==> src/rtl/arp_pkg.sv <==
// rtl/arp_pkg.sv - shared constants for the arpeggiating wavetable voice
// Just-intonation ratio table (Q2.8), mode encodings and sequencer direction type.
package arp_pkg;

  localparam int RATIO_FRAC = 8;
  localparam int RATIO_W    = 10;

  localparam logic [1:0] MODE_OFF    = 2'd0;
  localparam logic [1:0] MODE_UP     = 2'd1;
  localparam logic [1:0] MODE_DOWN   = 2'd2;
  localparam logic [1:0] MODE_UPDOWN = 2'd3;

  typedef enum logic {
    DIR_UP   = 1'b0,
    DIR_DOWN = 1'b1
  } dir_e;

  typedef logic [RATIO_W-1:0] ratio_t;

  // 1, 5/4, 3/2, 2 : root, major third, fifth, octave
  function automatic ratio_t note_ratio(input logic [1:0] idx);
    case (idx)
      2'd0:    return ratio_t'(256);
      2'd1:    return ratio_t'(320);
      2'd2:    return ratio_t'(384);
      default: return ratio_t'(512);
    endcase
  endfunction

endpackage

==> src/rtl/arp_note_seq.sv <==
// rtl/arp_note_seq.sv - arp note sequencer: note-length counter, direction and note index
// Holds index 0 whenever inactive so re-entry always starts on the root note.
module arp_note_seq
  import arp_pkg::*;
#(
  parameter int NUM_NOTES  = 4,
  parameter int NOTE_TICKS = 50_000_000
) (
  input  logic       clk_i,
  input  logic       rst_i,
  input  logic       active_i,
  input  logic [1:0] mode_i,
  output logic [1:0] note_idx_o
);

  localparam int         NT_W = (NOTE_TICKS > 1) ? $clog2(NOTE_TICKS) : 1;
  localparam logic [1:0] LAST = 2'(NUM_NOTES - 1);

  logic [NT_W-1:0] cnt_q;
  logic [1:0]      idx_q;
  dir_e            dir_q;

  always_ff @(posedge clk_i) begin
    if (rst_i || !active_i) begin
      cnt_q <= '0;
      idx_q <= 2'd0;
      dir_q <= DIR_UP;
    end else if (cnt_q == NT_W'(NOTE_TICKS - 1)) begin
      cnt_q <= '0;
      if (NUM_NOTES > 1) begin
        case (mode_i)
          MODE_UP:   idx_q <= (idx_q == LAST) ? 2'd0 : idx_q + 2'd1;
          MODE_DOWN: idx_q <= (idx_q == 2'd0) ? LAST : idx_q - 2'd1;
          MODE_UPDOWN: begin
            // ends force a turn-around, so switching into up-down mid-run needs no fix-up
            if (idx_q == LAST) begin
              idx_q <= idx_q - 2'd1;
              dir_q <= DIR_DOWN;
            end else if (idx_q == 2'd0) begin
              idx_q <= 2'd1;
              dir_q <= DIR_UP;
            end else if (dir_q == DIR_UP) begin
              idx_q <= idx_q + 2'd1;
            end else begin
              idx_q <= idx_q - 2'd1;
            end
          end
          default: idx_q <= 2'd0;
        endcase
      end
    end else begin
      cnt_q <= cnt_q + NT_W'(1);
    end
  end

  assign note_idx_o = idx_q;

endmodule

==> src/rtl/arp_wavetable_voice.sv <==
// rtl/arp_wavetable_voice.sv - DDS wavetable voice with arpeggiated pitch ratios
// Tick divider, phase accumulator, ratio multiply and the 2-cycle BRAM-to-sample pipeline.
module arp_wavetable_voice
  import arp_pkg::*;
#(
  parameter int DATA_W     = 11,
  parameter int ADDR_W     = 8,
  parameter int PHASE_W    = 24,
  parameter int INC_W      = 16,
  parameter int NUM_NOTES  = 4,
  parameter int NOTE_TICKS = 50_000_000,
  parameter int TICK_DIV   = 2048
) (
  input  logic              CLK100MHZ,
  input  logic              RST,
  input  logic              arp_en,
  input  logic [1:0]        mode,
  input  logic [INC_W-1:0]  base_inc,
  output logic              rom_en,
  output logic [ADDR_W-1:0] rom_addr,
  input  logic [DATA_W-1:0] rom_data,
  output logic [DATA_W-1:0] sample_out,
  output logic              sample_valid,
  output logic [1:0]        note_idx
);

  localparam int                TICK_W   = $clog2(TICK_DIV);
  localparam int                PROD_W   = INC_W + RATIO_W;
  localparam logic [DATA_W-1:0] MIDSCALE = {1'b1, {(DATA_W-1){1'b0}}};

  logic [TICK_W-1:0]  tick_cnt_q, tick_cnt_d;
  logic [PHASE_W-1:0] phase_q, phase_d;
  logic [ADDR_W-1:0]  addr_q, addr_d;
  logic [DATA_W-1:0]  sample_q, sample_d;
  logic [1:0]         pend_q;
  logic               valid_q;
  logic               en_q;
  logic               tick;
  logic               active;
  logic [1:0]         seq_idx;
  logic [PROD_W-1:0]  prod;
  logic [PHASE_W-1:0] inc;

  assign active = arp_en && (mode != MODE_OFF);

  arp_note_seq #(
    .NUM_NOTES  (NUM_NOTES),
    .NOTE_TICKS (NOTE_TICKS)
  ) u_seq (
    .clk_i      (CLK100MHZ),
    .rst_i      (RST),
    .active_i   (active),
    .mode_i     (mode),
    .note_idx_o (seq_idx)
  );

  // registered note index, so a same-edge note advance still uses the old ratio
  assign prod = PROD_W'(base_inc) * PROD_W'(note_ratio(seq_idx));
  assign inc  = PHASE_W'(prod >> RATIO_FRAC);

  always_comb begin
    tick       = (tick_cnt_q == TICK_W'(TICK_DIV - 1));
    tick_cnt_d = tick ? '0 : tick_cnt_q + TICK_W'(1);
    phase_d    = tick ? phase_q + inc : phase_q;
    addr_d     = tick ? phase_d[PHASE_W-1 -: ADDR_W] : addr_q;
    sample_d   = pend_q[1] ? rom_data : sample_q;
  end

  always_ff @(posedge CLK100MHZ) begin
    if (RST) begin
      tick_cnt_q <= '0;
      phase_q    <= '0;
      addr_q     <= '0;
      sample_q   <= MIDSCALE;
      pend_q     <= 2'b00;
      valid_q    <= 1'b0;
      en_q       <= 1'b0;
    end else begin
      tick_cnt_q <= tick_cnt_d;
      phase_q    <= phase_d;
      addr_q     <= addr_d;
      sample_q   <= sample_d;
      // pend_q[0]: address presented, pend_q[1]: BRAM data valid next edge
      pend_q     <= {pend_q[0], tick};
      valid_q    <= pend_q[1];
      en_q       <= 1'b1;
    end
  end

  assign rom_en       = en_q;
  assign rom_addr     = addr_q;
  assign sample_out   = sample_q;
  assign sample_valid = valid_q;
  assign note_idx     = seq_idx;

endmodule

==> config.mk <==
export PLATFORM = sky130hd
export DESIGN_NAME = arp_wavetable_voice
export DESIGN_NICKNAME = d
export VERILOG_FILES = /design/src/rtl/arp_pkg.sv /design/src/rtl/arp_note_seq.sv /design/src/rtl/arp_wavetable_voice.sv
export SDC_FILE = /design/constraint.sdc
export NUM_CORES = 1
export LEC_CHECK = 0
export CAP_MARGIN = 20
export CORE_UTILIZATION = 35
export CTS_BUF_LIST = sky130_fd_sc_hd__clkbuf_8 sky130_fd_sc_hd__clkbuf_16
export CTS_CLUSTER_SIZE = 10
export DETAILED_ROUTE_END_ITERATION = 8
export GPL_TIMING_DRIVEN = 0
export PLACE_DENSITY = 0.57
export SETUP_SLACK_MARGIN = 0.4
export SYNTH_ARGS = -nofsm -noshare
export SYNTH_HDL_FRONTEND = slang
export SYNTH_SLANG_ARGS = --single-unit
export TNS_END_PERCENT = 30
==> constraint.sdc <==
create_clock -name CLK100MHZ -period 8.8 [get_ports CLK100MHZ]
set_clock_uncertainty 0.15 [all_clocks]
set_input_delay 2.2 -clock CLK100MHZ [delete_from_list [all_inputs] [get_ports CLK100MHZ]]
set_output_delay 2.2 -clock CLK100MHZ [all_outputs]
set_load 0.05 [all_outputs]
==> run_1/class_map.png <==
Drawn at 2 px/µm.
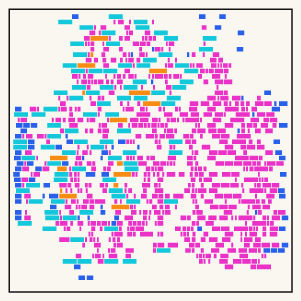
legend:
  magenta:
    class: remaining logic cells
    cells: 660
  blue:
    class: remaining buffers and delay cells
    cells: 79
  orange:
    class: clock drivers and dummy loads
    cells: 16
  cyan:
    class: registers
    cells: 87

==> run_1/util_map.png <==
Drawn at 3 px/µm. 14 x 14 tiles, from black (low) to pale yellow (high), 0 to 100% covered.
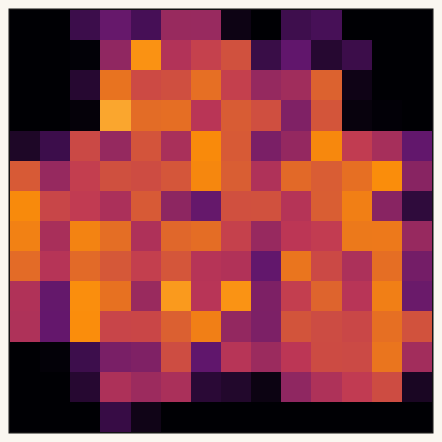
fullest tile: 81%
mean over tiles: 39%
nearly empty tiles: 18%
emptiest ninth of the die: north-east
Floorplan Utilization: 35.9%
core area: 18800 µm²
post-route core utilization: 42.3%

==> run_1/clock_nets.png <==
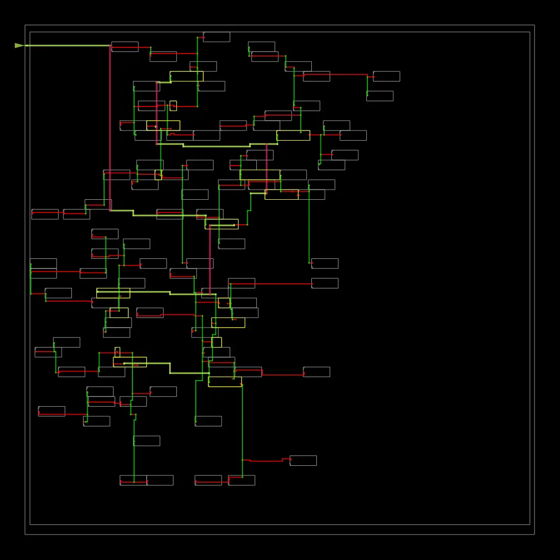
final sequential cell count: 87
clock network power consumption: 0.000384 W

==> run_1/pinout.png <==
Drawn at 3 px/µm. Pins as bars across the die edge, other pins in gray.
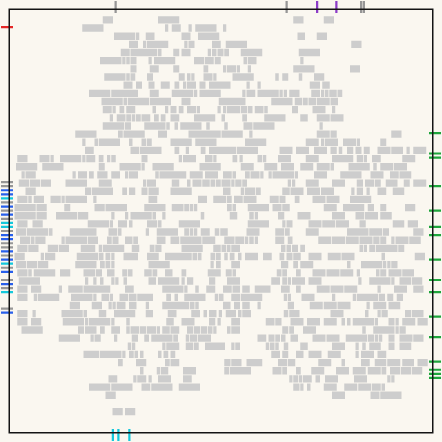
legend:
  blue:
    port: `sample_out`
    pins: 11
    direction: output
    edge: west
  red:
    port: `CLK100MHZ`
    pins: 1
    direction: input
    edge: west
  green:
    port: `base_inc`
    pins: 16
    direction: input
    edge: east
  cyan:
    port: `rom_addr`
    pins: 8
    direction: output
    edge: 5 west, 3 south
  purple:
    port: `mode`
    pins: 2
    direction: input
    edge: north

==> reports/results.txt, run 1 <==
# IOs -> 55
Area fraction in full adders, half adders and majority gates -> 24.3%
Internal power contribution -> 0.000657 W
GRT met2 Usage -> 22.9%
Signal buffers -> 79
Power dissipated in sequential cells -> 0.000397 W
Syn nets -> 922
Highest metal used -> met4
Synth Register Bits -> 87
Sequential cell area -> 1740 µm²
Clk pwr share -> 44.9%
Switching power -> 0.000199 W
Number of buffers inserted by port buffering -> 53
Number of antenna violations at the first check in global routing -> 0
Overall chip area -> 19800 µm²
Post-synth cell types -> 58
Clock net sink count -> 87
CP dominant cell by count -> sky130_fd_sc_hd__ha_1
Relative slew margins -> 54.6%
Yosys stat area -> 6730 µm²
Max reg flops -> 26
Logic area -> 4750 µm²
Post-route minimum period -> 8.05 ns
Number of remaining DRC errors -> 0
Fraction of final layout cells sized beyond drive strength 1 -> 7.96%
Combinational share of power -> 8.7%
Share of flip-flops with an asynchronous set or reset after synthesis -> 0%
Cell depth of the worst setup path -> 25
Post-detailed-route wirelength per cell -> 13.0 µm
Met3 track demand over resource in global routing -> 3.43%
Worst Path Class, Setup -> primary input to flip-flop
Global-route track usage on met1 -> 20.6%
Unrepaired setup endpoints after global routing -> no
Crit Path Max Fanout -> 6
Startpoint of the tightest hold check path -> pend_q[0]
Final-stage net count -> 990
Area added between synthesis and finish -> 17.9%
Clock-pin slew on the worst setup and hold paths -> 0.06 ns
Switching Fraction -> 23.2%
Buf+Inv Stages, Crit Path -> 3
Longest individual stage delay on the worst path -> 0.51 ns
Number of non-filler instances in the completed layout -> 1076
Half-perimeter wire length after placement -> 10.7 mm
Endpoint of the worst hold-timing path -> pend_q[1]
Vias after detailed routing -> 5382
Maximum level of the CTS H-tree -> 3
Static leakage -> 3.41 nW
Final-report setup violation count -> 0
Metal3 WL -> 607 µm
Layer with the highest usage after global routing -> met2
Top_reg_cell synth -> sky130_fd_sc_hd__dfxtp_1
Run status -> finished, final reports clean
Number of gates resized after CTS -> 1
Well-tap cell count -> 234
Main combinational cell family by area after synthesis -> adder cells
Hold-critical path depth -> 1
Multi-input logic cell count -> 617
Beginning of the worst register-to-register path -> u_seq.note_idx_o[0]
CTS Buf Count -> 9
Accumulated negative setup slack -> 0 ns
Final worst-path cycle share -> 91.4%
Hold_buf cts -> 0
Final non-filler cell area -> 7930 µm²
Largest area contributor in the netlist -> sky130_fd_sc_hd__dfxtp_1
Worst IR Drop VDD -> 0.0000796 V
Overall Power -> 0.000856 W
EDFF count, synth -> 0
Vias in the first global route -> 5179
Post-Syn Instances -> 769
Worst setup path endpoint -> rom_addr[4]
Fraction of area in registers -> 22.0%
Number of antenna cells inserted -> 0
Max_cap viols -> 0
Peak clock frequency supported by timing -> 124 MHz
Top reg by flops -> u_seq.cnt_q
Cell Area, Placed -> 7550 µm²
Worst Hold Class -> flip-flop to flip-flop
Warnings from Yosys -> 0
Total Wirelength -> 14.0 mm
Relative area of clock buffers and inverters in the final design -> 3.77%
Detailed Routing Iterations Pass 1 -> 4
Final-report hold violation count -> 0
Clock tree root buffer cell -> sky130_fd_sc_hd__clkbuf_16
Mapped Area -> 6730 µm²
FP Rows -> 50
Final worst-path setup slack -> 0.753 ns
Worst reg2reg path depth -> 29
Logic share of the area -> 59.9%
Top flop regs -> u_seq.cnt_q: 26 flops, phase_q: 24 flops
Hold Worst Slack -> 0.305 ns
Worst-Margin Slew -> 0.675 ns
==> run_1/layers.png <==
Drawn at 2 px/µm.
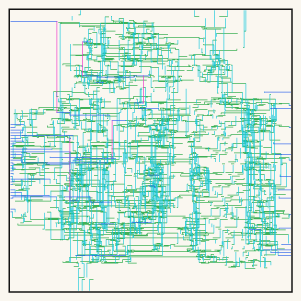

--- run 2 (diff from run 1) ---
--- a/config.mk
+++ b/config.mk
@@ -6,8 +6,10 @@
 export NUM_CORES = 1
 export LEC_CHECK = 0
 export CAP_MARGIN = 20
+export CORE_MARGIN = 2
 export CORE_UTILIZATION = 35
 export CTS_BUF_LIST = sky130_fd_sc_hd__clkbuf_8 sky130_fd_sc_hd__clkbuf_16
+export CTS_CLUSTER_DIAMETER = 50
 export CTS_CLUSTER_SIZE = 10
 export DETAILED_ROUTE_END_ITERATION = 8
 export GPL_TIMING_DRIVEN = 0
==> run_2/layers.png <==
Drawn at 2 px/µm.
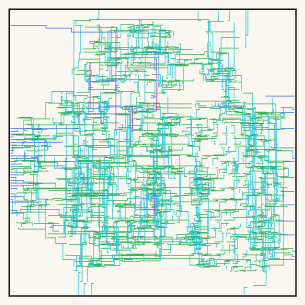
legend:
  magenta:
    layer: M4
    wire_length: 117 µm
  green:
    layer: M1
    wire_length: 7340 µm
  cyan:
    layer: M2
    wire_length: 5920 µm
  blue:
    layer: M3
    wire_length: 561 µm
Total Wirelength: 13.9 mm
post-detailed-route wirelength per cell: 13.0 µm
vias after detailed routing: 5384
Overall Global Routing Usage: 14.3%

==> run_2/clock_nets.png <==
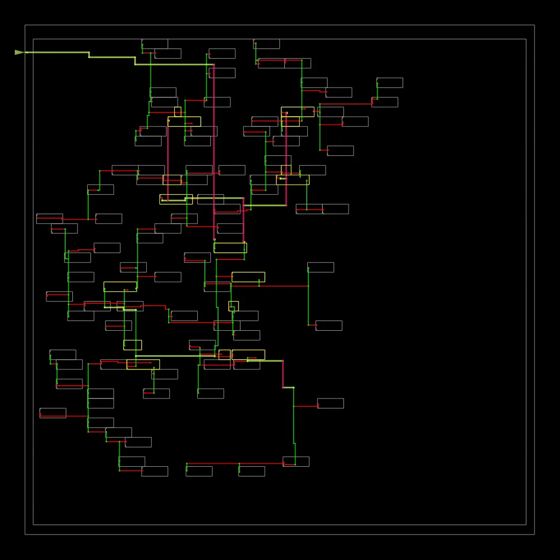
clock network power consumption: 0.000371 W
clock net sink count: 87
CTS Buf Count: 9

==> reports/results.txt, run 2 <==
Post-Syn Instances -> 769 (unchanged)
Yosys stat area -> 6730 µm² (unchanged)
Highest metal used -> met4
Worst-Margin Slew -> 0.713 ns (+0.0375 ns)
Area fraction in full adders, half adders and majority gates -> 24.3% (unchanged)
Hold_buf cts -> 0 (unchanged)
Final-stage net count -> 988 (-0.20%)
Warnings from Yosys -> 0 (unchanged)
Syn nets -> 922 (unchanged)
Beginning of the worst register-to-register path -> u_seq.note_idx_o[0]
Startpoint of the tightest hold check path -> pend_q[0]
Number of antenna violations at the first check in global routing -> 0 (unchanged)
Number of buffers inserted by port buffering -> 53 (unchanged)
Maximum level of the CTS H-tree -> 3 (unchanged)
Share of flip-flops with an asynchronous set or reset after synthesis -> 0% (unchanged)
Max_cap viols -> 0 (unchanged)
Metal3 WL -> 561 µm (-7.6%)
Worst reg2reg path depth -> 28 (-3.4%)
Hold-critical path depth -> 1 (unchanged)
GRT met2 Usage -> 21.8% (-1.2 points)
Number of antenna cells inserted -> 0 (unchanged)
Number of gates resized after CTS -> 1 (unchanged)
FP Rows -> 50 (unchanged)
Overall chip area -> 20400 µm² (+2.9%)
Half-perimeter wire length after placement -> 10.7 mm (-0.57%)
Buf+Inv Stages, Crit Path -> 2 (-1)
Final-report setup violation count -> 0 (unchanged)
Endpoint of the worst hold-timing path -> pend_q[1]
Worst setup path endpoint -> rom_addr[6]
Longest individual stage delay on the worst path -> 0.48 ns (-0.03 ns)
EDFF count, synth -> 0 (unchanged)
Worst IR Drop VDD -> 0.0000723 V (-9.1%)
Static leakage -> 3.39 nW (-0.57%)
Switching Fraction -> 23.4% (+0.21 points)
Largest area contributor in the netlist -> sky130_fd_sc_hd__dfxtp_1
Synth Register Bits -> 87 (unchanged)
Accumulated negative setup slack -> 0 ns (unchanged)
Clk pwr share -> 44.0% (-0.9 points)
Logic share of the area -> 60.0% (+0.066 points)
Overall Power -> 0.000842 W (-1.6%)
Multi-input logic cell count -> 617 (unchanged)
Combinational share of power -> 8.8% (about the same)
Final sequential cell count -> 87 (unchanged)
Main combinational cell family by area after synthesis -> adder cells
Peak clock frequency supported by timing -> 124 MHz (-0.57%)
Power dissipated in sequential cells -> 0.000397 W (about the same)
Post-route core utilization -> 42.1% (-0.18 points)
Top flop regs -> u_seq.cnt_q: 26 flops, phase_q: 24 flops
Fraction of area in registers -> 22.0% (+0.094 points)
Number of non-filler instances in the completed layout -> 1074 (-0.19%)
Max reg flops -> 26 (unchanged)
Final worst-path setup slack -> 0.707 ns (-0.0463 ns)
Fraction of final layout cells sized beyond drive strength 1 -> 7.50% (-0.46 points)
Detailed Routing Iterations Pass 1 -> 4 (unchanged)
Post-synth cell types -> 58 (unchanged)
Crit Path Max Fanout -> 6 (unchanged)
Layer with the highest usage after global routing -> met2
Final worst-path cycle share -> 92.0% (+0.53 points)
Run status -> finished, final reports clean
Worst Hold Class -> flip-flop to flip-flop
Cell Area, Placed -> 7550 µm² (unchanged)
Mapped Area -> 6730 µm² (unchanged)
Internal power contribution -> 0.000644 W (-1.9%)
Final-report hold violation count -> 0 (unchanged)
Relative area of clock buffers and inverters in the final design -> 3.74% (-0.031 points)
# IOs -> 55 (unchanged)
Floorplan Utilization -> 35.9% (unchanged)
Relative slew margins -> 52.1% (-2.5 points)
Global-route track usage on met1 -> 20.9% (+0.23 points)
Top_reg_cell synth -> sky130_fd_sc_hd__dfxtp_1
Switching power -> 0.000197 W (-0.77%)
Clock tree root buffer cell -> sky130_fd_sc_hd__clkbuf_16
Worst Path Class, Setup -> primary input to flip-flop
Power and IR drop assume default switching activity.
